Fig. 1: run 1, clock routing
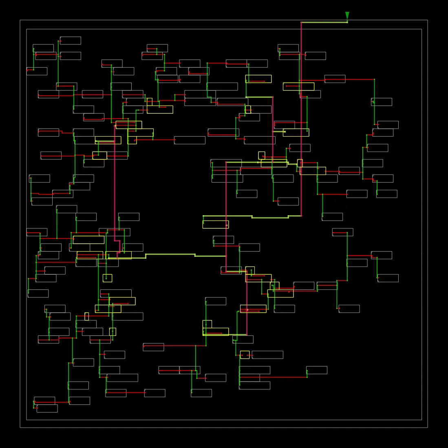
Fig. 2: run 1, local utilization
(2 px per um) The die is cut into 14 by 14 equal tiles; black is low, pale yellow is high, 0 to 100% covered.
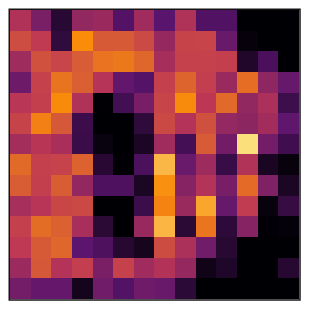
Fig. 3: run 1, placed cells, one color a class
(2 px per um) Fill, decap, tap and diode cells in gray.
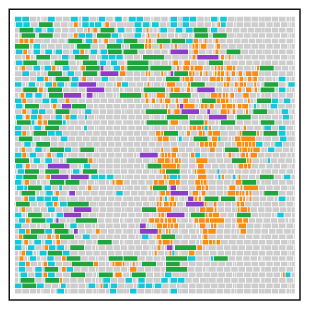
Fig. 4: run 1, clock network drawn from the DEF
(4 px per um)
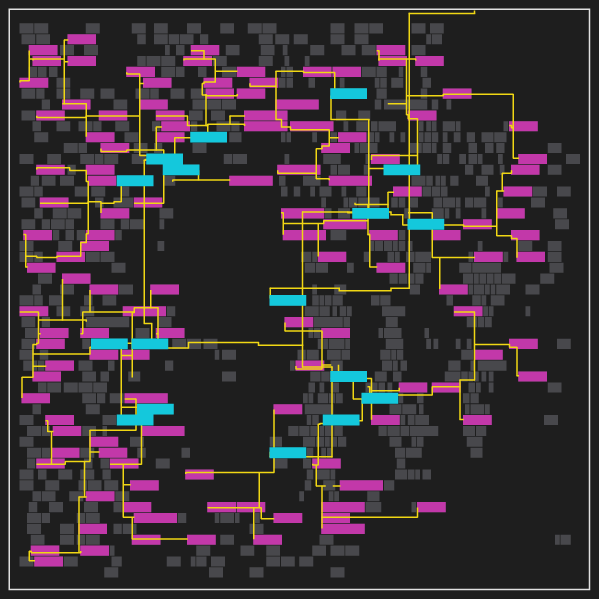
**src/rtl/ni_packetizer_if.sv**
```systemverilog
// ni_packetizer_if
// Bundles the core-side message/payload handshakes, the router credit-return
// lines and the outgoing flit bus of the NI transmit packetizer.
//   msg_*      descriptor handshake (valid/ready, dst_x, dst_y, vc, len)
//   data_*     payload word handshake (valid/ready, data_in)
//   credit_in  per-VC one-cycle credit-return pulses from the router
//   flit_out   registered flit towards the router local_in port
// Modports:
//   master  the environment side: core and router credit return
//   slave   the packetizer itself
interface ni_packetizer_if #(
  parameter int x_size     = 4,
  parameter int y_size     = 4,
  parameter int DATA_WIDRH = 64,
  parameter int FLIT_WIDRH = 80,
  parameter int NUM_VC     = 5,
  parameter int MAX_LEN    = 16
);
  localparam int XW = $clog2(x_size);
  localparam int YW = $clog2(y_size);
  localparam int LW = $clog2(MAX_LEN) + 1;

  logic                  msg_valid;
  logic                  msg_ready;
  logic [XW-1:0]         msg_dst_x;
  logic [YW-1:0]         msg_dst_y;
  logic [2:0]            msg_vc;
  logic [LW-1:0]         msg_len;
  logic                  data_valid;
  logic                  data_ready;
  logic [DATA_WIDRH-1:0] data_in;
  logic [NUM_VC-1:0]     credit_in;
  logic [FLIT_WIDRH-1:0] flit_out;

  modport master (
    output msg_valid, msg_dst_x, msg_dst_y, msg_vc, msg_len,
    output data_valid, data_in, credit_in,
    input  msg_ready, data_ready, flit_out
  );

  modport slave (
    input  msg_valid, msg_dst_x, msg_dst_y, msg_vc, msg_len,
    input  data_valid, data_in, credit_in,
    output msg_ready, data_ready, flit_out
  );
endinterface

```
**src/rtl/ni_packetizer.sv**
```systemverilog
// ni_packetizer
// NI transmit block: turns a message descriptor plus a stream of payload
// words into one head flit followed by body flits and a final tail flit,
// driving the router local_in port. Emission is gated by per-VC credit
// counters that mirror the router input FIFO depth.
// Ports:
//   clk, rst    clock and synchronous active-high reset
//   id_x, id_y  own mesh coordinates, carried in the head flit
//   bus         ni_packetizer_if.slave (descriptor, payload, credits, flit_out)
//   busy        high whenever the FSM is not IDLE
//   err_len     one-cycle pulse when a descriptor with an illegal length is accepted
//   pkt_count   packets fully sent (wraps)
module ni_packetizer #(
  parameter int x_size     = 4,
  parameter int y_size     = 4,
  parameter int DATA_WIDRH = 64,
  parameter int FLIT_WIDRH = 80,
  parameter int FIFO_DEPTH = 5,
  parameter int NUM_VC     = 5,
  parameter int MAX_LEN    = 16,
  localparam int XW        = $clog2(x_size),
  localparam int YW        = $clog2(y_size)
) (
  input  logic          clk,
  input  logic          rst,
  input  logic [XW-1:0] id_x,
  input  logic [YW-1:0] id_y,
  ni_packetizer_if.slave bus,
  output logic          busy,
  output logic          err_len,
  output logic [15:0]   pkt_count
);
  localparam int LW    = $clog2(MAX_LEN) + 1;
  localparam int CW    = $clog2(FIFO_DEPTH + 1);
  localparam int HOP_W = FLIT_WIDRH - 2 - XW - YW - NUM_VC - DATA_WIDRH;

  typedef enum logic [1:0] {IDLE, HEAD, PAYLOAD} state_t;

  state_t                state, state_nxt;
  logic [XW-1:0]         dst_x_q;
  logic [YW-1:0]         dst_y_q;
  logic [2:0]            vc_q;
  logic [LW-1:0]         len_q;
  logic [LW-1:0]         rem_q;
  logic [CW-1:0]         credit [NUM_VC];
  logic [FLIT_WIDRH-1:0] flit_p0, flit_p1;

  logic                  accept, len_ok, has_credit, head_emit, word_emit, last_word;
  logic [NUM_VC-1:0]     vc_onehot;
  logic [1:0]            flit_type;
  logic [DATA_WIDRH-1:0] flit_data;

  // Credit update: a same-cycle return and consumption cancel, and a
  // return at full depth saturates instead of wrapping.
  function automatic logic [CW-1:0] credit_next(input logic [CW-1:0] cur,
                                                 input logic dec,
                                                 input logic inc);
    if (dec && !inc)
      return cur - CW'(1);
    if (inc && !dec && (cur != CW'(FIFO_DEPTH)))
      return cur + CW'(1);
    return cur;
  endfunction

  // Credit availability on the latched VC; an out-of-range VC never has credit.
  always_comb begin
    has_credit = 1'b0;
    for (int v = 0; v < NUM_VC; v++)
      if (vc_q == 3'(v))
        has_credit = (credit[v] != '0);
  end

  assign len_ok    = (bus.msg_len != '0) && (bus.msg_len <= LW'(MAX_LEN));
  assign last_word = (rem_q == LW'(1));
  assign vc_onehot = NUM_VC'(1) << vc_q;

  // FSM state register
  always_ff @(posedge clk) begin
    if (rst)
      state <= IDLE;
    else
      state <= state_nxt;
  end

  // FSM next-state logic
  always_comb begin
    state_nxt = state;
    case (state)
      IDLE:    if (accept && len_ok)         state_nxt = HEAD;
      HEAD:    if (has_credit)               state_nxt = PAYLOAD;
      PAYLOAD: if (word_emit && last_word)   state_nxt = IDLE;
      default:                               state_nxt = IDLE;
    endcase
  end

  // FSM outputs; msg_ready is held low during the reset cycle itself.
  always_comb begin
    bus.msg_ready  = (state == IDLE) && !rst;
    accept         = bus.msg_ready && bus.msg_valid;
    err_len        = accept && !len_ok;
    head_emit      = (state == HEAD) && has_credit;
    bus.data_ready = (state == PAYLOAD) && bus.data_valid && has_credit;
    word_emit      = bus.data_ready;
    busy           = (state != IDLE);
  end

  // p0: flit assembly; any cycle without an emission yields an all-zero flit.
  always_comb begin
    flit_type = 2'b00;
    flit_data = '0;
    if (head_emit) begin
      flit_type = 2'b01;
      flit_data = DATA_WIDRH'({id_x, id_y, len_q});
    end else if (word_emit) begin
      flit_type = last_word ? 2'b11 : 2'b10;
      flit_data = bus.data_in;
    end
    flit_p0 = '0;
    if (head_emit || word_emit)
      flit_p0 = {flit_type, {HOP_W{1'b0}}, dst_x_q, dst_y_q, vc_onehot, flit_data};
  end

  // Descriptor and remaining-word tracking (datapath, no reset needed).
  always_ff @(posedge clk) begin
    if (accept) begin
      dst_x_q <= bus.msg_dst_x;
      dst_y_q <= bus.msg_dst_y;
      vc_q    <= bus.msg_vc;
      len_q   <= bus.msg_len;
    end
    if (head_emit)
      rem_q <= len_q;
    else if (word_emit)
      rem_q <= rem_q - LW'(1);
  end

  // p1: registered flit; cleared on reset so a packet abandoned mid-flight
  // never leaks a partial flit.
  always_ff @(posedge clk) begin
    if (rst)
      flit_p1 <= '0;
    else
      flit_p1 <= flit_p0;
  end

  assign bus.flit_out = flit_p1;

  always_ff @(posedge clk) begin
    for (int v = 0; v < NUM_VC; v++) begin
      if (rst)
        credit[v] <= CW'(FIFO_DEPTH);
      else
        credit[v] <= credit_next(credit[v],
                                 (head_emit || word_emit) && (vc_q == 3'(v)),
                                 bus.credit_in[v]);
    end
  end

  always_ff @(posedge clk) begin
    if (rst)
      pkt_count <= '0;
    else if (word_emit && last_word)
      pkt_count <= pkt_count + 16'd1;
  end
endmodule

```
**src/flat_wrapper.sv**
```systemverilog
// flat-port wrapper written by rule: the top's interface ports become plain ports
module ni_packetizer_flat 
#(
  parameter int x_size     = 4,
  parameter int y_size     = 4,
  parameter int DATA_WIDRH = 64,
  parameter int FLIT_WIDRH = 80,
  parameter int FIFO_DEPTH = 5,
  parameter int NUM_VC     = 5,
  parameter int MAX_LEN    = 16,
  localparam int XW        = $clog2(x_size),
  localparam int YW        = $clog2(y_size)
)
  (clk, rst, id_x, id_y, busy, err_len, pkt_count, bus_msg_valid, bus_msg_dst_x, bus_msg_dst_y, bus_msg_vc, bus_msg_len, bus_data_valid, bus_data_in, bus_credit_in, bus_msg_ready, bus_data_ready, bus_flit_out);
  ni_packetizer_if #(.x_size(x_size), .y_size(y_size), .DATA_WIDRH(DATA_WIDRH), .FLIT_WIDRH(FLIT_WIDRH), .NUM_VC(NUM_VC), .MAX_LEN(MAX_LEN)) bus_i ();
  input  logic clk;
  input  logic rst;
  input  logic [XW-1:0] id_x;
  input  logic [YW-1:0] id_y;
  output logic busy;
  output logic err_len;
  output logic [15:0] pkt_count;
  input wire logic [$bits(bus_i.msg_valid)-1:0] bus_msg_valid;
  input wire logic [$bits(bus_i.msg_dst_x)-1:0] bus_msg_dst_x;
  input wire logic [$bits(bus_i.msg_dst_y)-1:0] bus_msg_dst_y;
  input wire logic [$bits(bus_i.msg_vc)-1:0] bus_msg_vc;
  input wire logic [$bits(bus_i.msg_len)-1:0] bus_msg_len;
  input wire logic [$bits(bus_i.data_valid)-1:0] bus_data_valid;
  input wire logic [$bits(bus_i.data_in)-1:0] bus_data_in;
  input wire logic [$bits(bus_i.credit_in)-1:0] bus_credit_in;
  output wire logic [$bits(bus_i.msg_ready)-1:0] bus_msg_ready;
  output wire logic [$bits(bus_i.data_ready)-1:0] bus_data_ready;
  output wire logic [$bits(bus_i.flit_out)-1:0] bus_flit_out;
  assign bus_i.msg_valid = bus_msg_valid;
  assign bus_i.msg_dst_x = bus_msg_dst_x;
  assign bus_i.msg_dst_y = bus_msg_dst_y;
  assign bus_i.msg_vc = bus_msg_vc;
  assign bus_i.msg_len = bus_msg_len;
  assign bus_i.data_valid = bus_data_valid;
  assign bus_i.data_in = bus_data_in;
  assign bus_i.credit_in = bus_credit_in;
  assign bus_msg_ready = bus_i.msg_ready;
  assign bus_data_ready = bus_i.data_ready;
  assign bus_flit_out = bus_i.flit_out;
  ni_packetizer #(.x_size(x_size), .y_size(y_size), .DATA_WIDRH(DATA_WIDRH), .FLIT_WIDRH(FLIT_WIDRH), .FIFO_DEPTH(FIFO_DEPTH), .NUM_VC(NUM_VC), .MAX_LEN(MAX_LEN)) u_core (.clk(clk), .rst(rst), .id_x(id_x), .id_y(id_y), .bus(bus_i), .busy(busy), .err_len(err_len), .pkt_count(pkt_count));
endmodule
```
**config.mk**
```make
export PLATFORM = sky130hd
export DESIGN_NAME = ni_packetizer_flat
export DESIGN_NICKNAME = d
export VERILOG_FILES = /design/src/rtl/ni_packetizer_if.sv /design/src/rtl/ni_packetizer.sv /design/src/flat_wrapper.sv
export SDC_FILE = /design/constraint.sdc
export NUM_CORES = 1
export LEC_CHECK = 0
export CAP_MARGIN = 20
export CORE_MARGIN = 2
export CORE_UTILIZATION = 25
export DETAILED_ROUTE_END_ITERATION = 12
export GPL_TIMING_DRIVEN = 0
export HOLD_SLACK_MARGIN = 0.12
export PLACE_DENSITY = 0.51
export SYNTH_ARGS = -nofsm -noshare
export SYNTH_HDL_FRONTEND = slang
export SYNTH_SLANG_ARGS = --single-unit
```
**constraint.sdc**
```tcl
create_clock -name clk -period 4.6 [get_ports clk]
set_input_delay 0.92 -clock clk [delete_from_list [all_inputs] [get_ports clk]]
set_output_delay 0.92 -clock clk [all_outputs]
set_load 0.02 [all_outputs]
```
==> reports/highlights.md, run 1 <==
## GRT
• 24.62% — met2 GRT Util
• 23180 um — first-pass GRT wire length
• 7.766% — global routing met3 resource utilization
• 1 — initial antenna violation count
• 0 — grt total ovfl

## Setup path
• err_len — CP endpoint
• 3.04 ns — signal arrival time at the worst endpoint

## Logic synthesis
• 495 — cell count in the Yosys report
• 0.004947 sq mm — mapped cell area
• 0% — FFs w/ async S/R, synth
• 43.70% — area fraction of the dominant cell type after synthesis
• 0 — tally of yosys warning messages

## CTS
• 4 — H-Tree Level Count
• 2 — maximum count of clock buffers along a single path

## Pwr
• 2.681 mW — total chip power
• 0.2426 mV — worst voltage drop across the vdd grid
• 2.065 mW — Cell Int Power

## Placed design
• 0.8159 — last weighted congestion value of the routability-driven placer
• 0.007106 sq mm — dpl cell area

## Layout
• 0.002673 sq mm — register cell area after layout

## Timing
• 252.7 MHz — highest clock rate
• no — setup repair after global routing missed its margin

## Run status
• finished, final reports clean — run status

## Run
• 27 — OpenROAD warnings

-- Fig. 1 (at the start) --
clock insertion delay at the later pin of the skew report: 0.42 ns
total clock buffers created by CTS: 17
clk sinks: 125
final setup skew: 0.008407 ns

-- Fig. 2 (at the start) --
- tiles over 75% full: 2.6%
- emptiest ninth of the die: lower right
- fullest tile: 93%
- mean over tiles: 35%
- nearly empty tiles: 15%
effective utilization at floorplan: 25.42%
final core occ: 39.51%
Core Box Area: 0.01946 sq mm

-- Fig. 3 (at the start) --
- clock drivers and dummy loads: purple (cells 32; share of their area 7.9%)
- flops: green (cells 125; share of their area 36%)
- combinational and other logic: orange (cells 348; share of their area 29%)
- other buffers and delay cells: cyan (cells 207; share of their area 27%)
number of placement rows: 51
total non-filler cell area in the finished layout: 0.007689 sq mm
Seq area share: 34.76%

-- Fig. 4 (at the start) --
- clock drivers: cyan (count 17)
- clock wires: yellow (length 1770 um)
- flip-flops: magenta (count 125)
- routed clock nets: 18
clock network power: 1.32 mW
clock power share: 49.2%

## run 1: layer usage
layer  wire [um]  vias up  part of all wire [%]
met2        7126      166                    48
li1            -     2089                     -
met5          13        -                 0.088
met4         206        2                   1.4
met3        1658       17                    11
met1        5732     1980                    39
## run 1: power groups by stage
stage          combinational, mW  sequential (mW)  clock [mW]
2_1_floorplan             0.0965             1.17           0
3_3_place_gp               0.217             1.16           0
3_5_place_dp               0.222             1.17           0
4_1_cts                    0.222             1.14        1.36
5_1_grt                    0.242             1.14        1.41
6_report                   0.221             1.14        1.32
## run 1: critical path, cell delays in order
cell,delay (ns)
clkbuf_1,0.23
nor3_1,0.36
and2_1,0.69
nor2b_1,0.20
clkdlybuf4s50_1,0.63
==> run 2, diff against run 1 <==
Settings changed: ABC_AREA set to 1, PLACE_DENSITY 0.51 to 0.5, TNS_END_PERCENT set to 1.
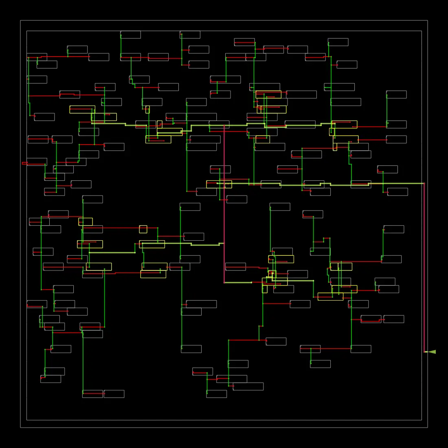
Fig. 5. Clock routing (run 2).
sequential cell count of the final layout: 125
clock insertion delay at the later pin of the skew report: 0.41 ns
clkbuf count: 24

==> reports/highlights.md, run 2 <==
## Logic synthesis
• 0 — tally of yosys warning messages, unchanged
• 8.468 sq um — average footprint of a synthesized cell
• 612 — cell count in the Yosys report, +24%
• dfxtp_1 — library cell occupying the most area in the post-synthesis netlist
• 41.72% — area fraction of the dominant cell type after synthesis, -2.0 points
• 2.656% — Adders+Majority by Area
• 0.005182 sq mm — mapped cell area, +4.8%

## CTS
• 125 — clk sinks, unchanged
• 2 — maximum count of clock buffers along a single path, unchanged
• 4 — H-Tree Level Count, unchanged
• 17 — total clock buffers created by CTS, unchanged

## GRT
• 22.11% — met2 GRT Util, -2.5 points
• 7.716% — global routing met3 resource utilization, -0.050 points
• 1 — initial antenna violation count, unchanged
• 22510 um — first-pass GRT wire length, -2.9%
• 0 — grt total ovfl, unchanged

## Layout
• 0.007900 sq mm — total non-filler cell area in the finished layout, +2.8%
• 0.002673 sq mm — register cell area after layout, unchanged
• 1099 — final cell count without fillers

## Placed design
• 10590 um — hpwl dp
• 0.8142 — last weighted congestion value of the routability-driven placer, -0.21%
• 0.007357 sq mm — dpl cell area, +3.5%

## Pwr
• 0.251 mW — Comb. pwr, +14%
• the clock network — largest power group
• 2.015 mW — Cell Int Power, -2.4%
• 1.15 mW — reported sequential group power, about the same
• 2.625 mW — total chip power, -2.1%
• 0.2499 mV — worst voltage drop across the vdd grid, +3.0%
• 46.8% — clock power share, -2.4 points

## Run
• 0 — maxcap violations
• 27 — OpenROAD warnings, unchanged

## Setup path
• clkdlybuf4s50_1 — slowest stage cell on the critical path
• clkdlybuf4s50_1 -> and3_1 -> buf_2 -> nand3_4 -> inv_1 -> buf_2 -> clkdlybuf4s50_1 — CP Cell Sequence
• buffers and inverters — delay-heaviest family, CP
• 5 — count of buffer and inverter cells on the critical path, +3

## Die
• 52 — number of placement rows, +2.0%

## Routing
• 4.037 — post-detailed-route via-to-cell ratio
• met4 — topmost layer with routed signal wires
• 4 — total iterations of the first detailed-routing run
• 6674 um — met2 layer wire length in the routed design, -6.3%
• 5564 um — detailed-route wire length on metal 1, -2.9%
• 1630 um — met3 WL post-DR, -1.7%

## Timing
• 263.0 MHz — highest clock rate, +4.1%
• 0.008545 ns — final setup skew, +0.0001384 ns
• no — setup repair after global routing missed its margin

## Run status
• finished, final reports clean — run status

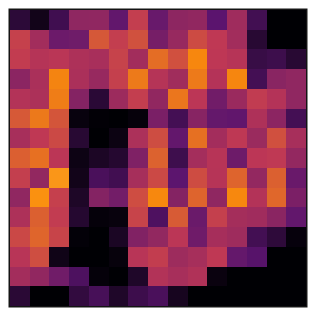
Fig. 6. Local utilization (run 2).
(2 px per um) The die is cut into 15 by 15 equal tiles; black is low, pale yellow is high, 0 to 100% covered.
Core Box Area: 0.02030 sq mm
effective utilization at floorplan: 25.53%
final core occ: 38.92%

## run 2: cell types whose count changed after synthesis, moves of 6 or more
cell,before,now
inv_1,22,114
nand2_1,28,92
and2_1,63,0
nand3_1,11,47
nor2_1,48,84
nor2_2,1,12
nor3_1,13,4
mux2i_1,8,0
a21o_1,6,0
## run 2: path summary, 6_finish.rpt
path	from	endpoint	slack (ns)	cells past startpoint
worst max-delay path	bus_data_valid	bus_data_ready	0.80	7
worst min-delay path	u_core.dst_x_q[0]	u_core.bus.flit_out[71]	0.45	2
worst max register to register	u_core.vc_q[0]	u_core.credit[3][2]	1.96	12
worst min register to register	u_core.dst_x_q[0]	u_core.bus.flit_out[71]	0.45	2
==> run 3, diff against run 2 <==
Settings changed: PLACE_DENSITY 0.5 to 0.52.
Clock period 4.6 ns to 3.06 ns, I/O delays scaled along.
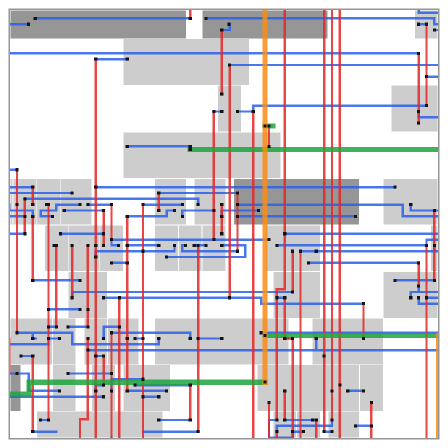
Fig. 7. A small window of the routed layout (run 3).
Region (61, 61) to (86, 86) um. Cells in gray, sequential cells in the stronger gray; small squares are vias.
- metal 1: blue
- metal 4: orange
- metal 3: green
- metal 2: red
- sequential cells in the window: 3
- most frequent: inv_1 (6), nand3_1 (5), nand2_1 (5)
- cells with their middle in the window: 37

==> reports/highlights.md, run 3 <==
## Run status
• finished, final reports clean — run status

## GRT
• 21.53% — met2 GRT Util, -0.58 points
• 0 — initial antenna violation count, -1
• 7.469% — global routing met3 resource utilization, -0.25 points

## Pwr
• 0.3922 mV — worst voltage drop across the vdd grid, +57%
• 1.72 mW — reported sequential group power, +50%
• 49.7% — clock power share, +2.9 points
• 3.191 mW — Cell Int Power, +58%
• the clock network — largest power group

## Timing
• 343.0 MHz — highest clock rate
• no — setup repair after global routing missed its margin

## Routing
• met4 — topmost layer with routed signal wires
• 1466 um — met3 WL post-DR, -10%
• 4.034 — post-detailed-route via-to-cell ratio, about the same
• 4 — total iterations of the first detailed-routing run, unchanged

## Run
• 0 — maxcap violations, unchanged

## Logic synthesis
• 612 — cell count in the Yosys report, unchanged
• 0 — tally of yosys warning messages, unchanged
• 41.72% — area fraction of the dominant cell type after synthesis, unchanged

## Placed design
• 10600 um — hpwl dp, about the same

## Setup path
• 2 — count of buffer and inverter cells on the critical path, -3
• clkdlybuf4s50_1 -> nor4_1 -> xnor2_1 -> nor2_1 -> clkdlybuf4s50_1 — CP Cell Sequence
• u_core.vc_q[2] — source of the worst register-to-register timing path

## Worst hold path
• u_core.dst_x_q[0] — Hold Path Origin
• u_core.bus.flit_out[71] — end point of the most critical hold path

## Die
• 25.53% — effective utilization at floorplan, unchanged

## CTS
• 4 — H-Tree Level Count, unchanged
• 17 — total clock buffers created by CTS, unchanged

## Layout
• 24 — clkbuf count, unchanged

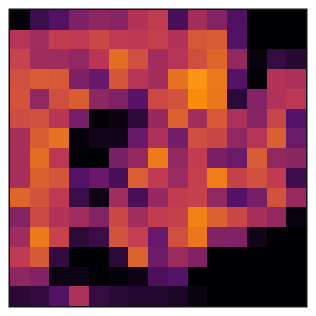
Fig. 8. Local utilization (run 3).
(2 px per um) The die is cut into 15 by 15 equal tiles; black is low, pale yellow is high, 0 to 100% covered.
final core occ: 39.32%

-- run 3: netlist changes by cell type in the layout (fill, tap and decap cells not counted), sizes merged --
cell / previous run / this run
inv: 117 / 121
buf: 16 / 18
bufinv: 0 / 1
clkinvlp: 3 / 0
diode: 1 / 0
clkbuf: 31 / 32
clkdlybuf4s50: 182 / 181
-- run 3: worst register-to-register path: cells and delay by family, from the launching register on --
family	cells	cell delay (ns)
AND-OR/OR-AND	1	0.12
AND/OR/NAND/NOR	9	1.11
adder cells (fa/ha/maj)	1	0.46
buffers and inverters	3	0.40
flip-flops	1	0.41
-- run 3: repair_timing --
item | CTS | global route
resized | 1 | 2
buffers inserted | 2 | 0
hold buffers | 0 | 0
setup endpoints to repair | 1 | 1
pin swaps | 1 | 0
Power is estimated from default activity; no workload was simulated.
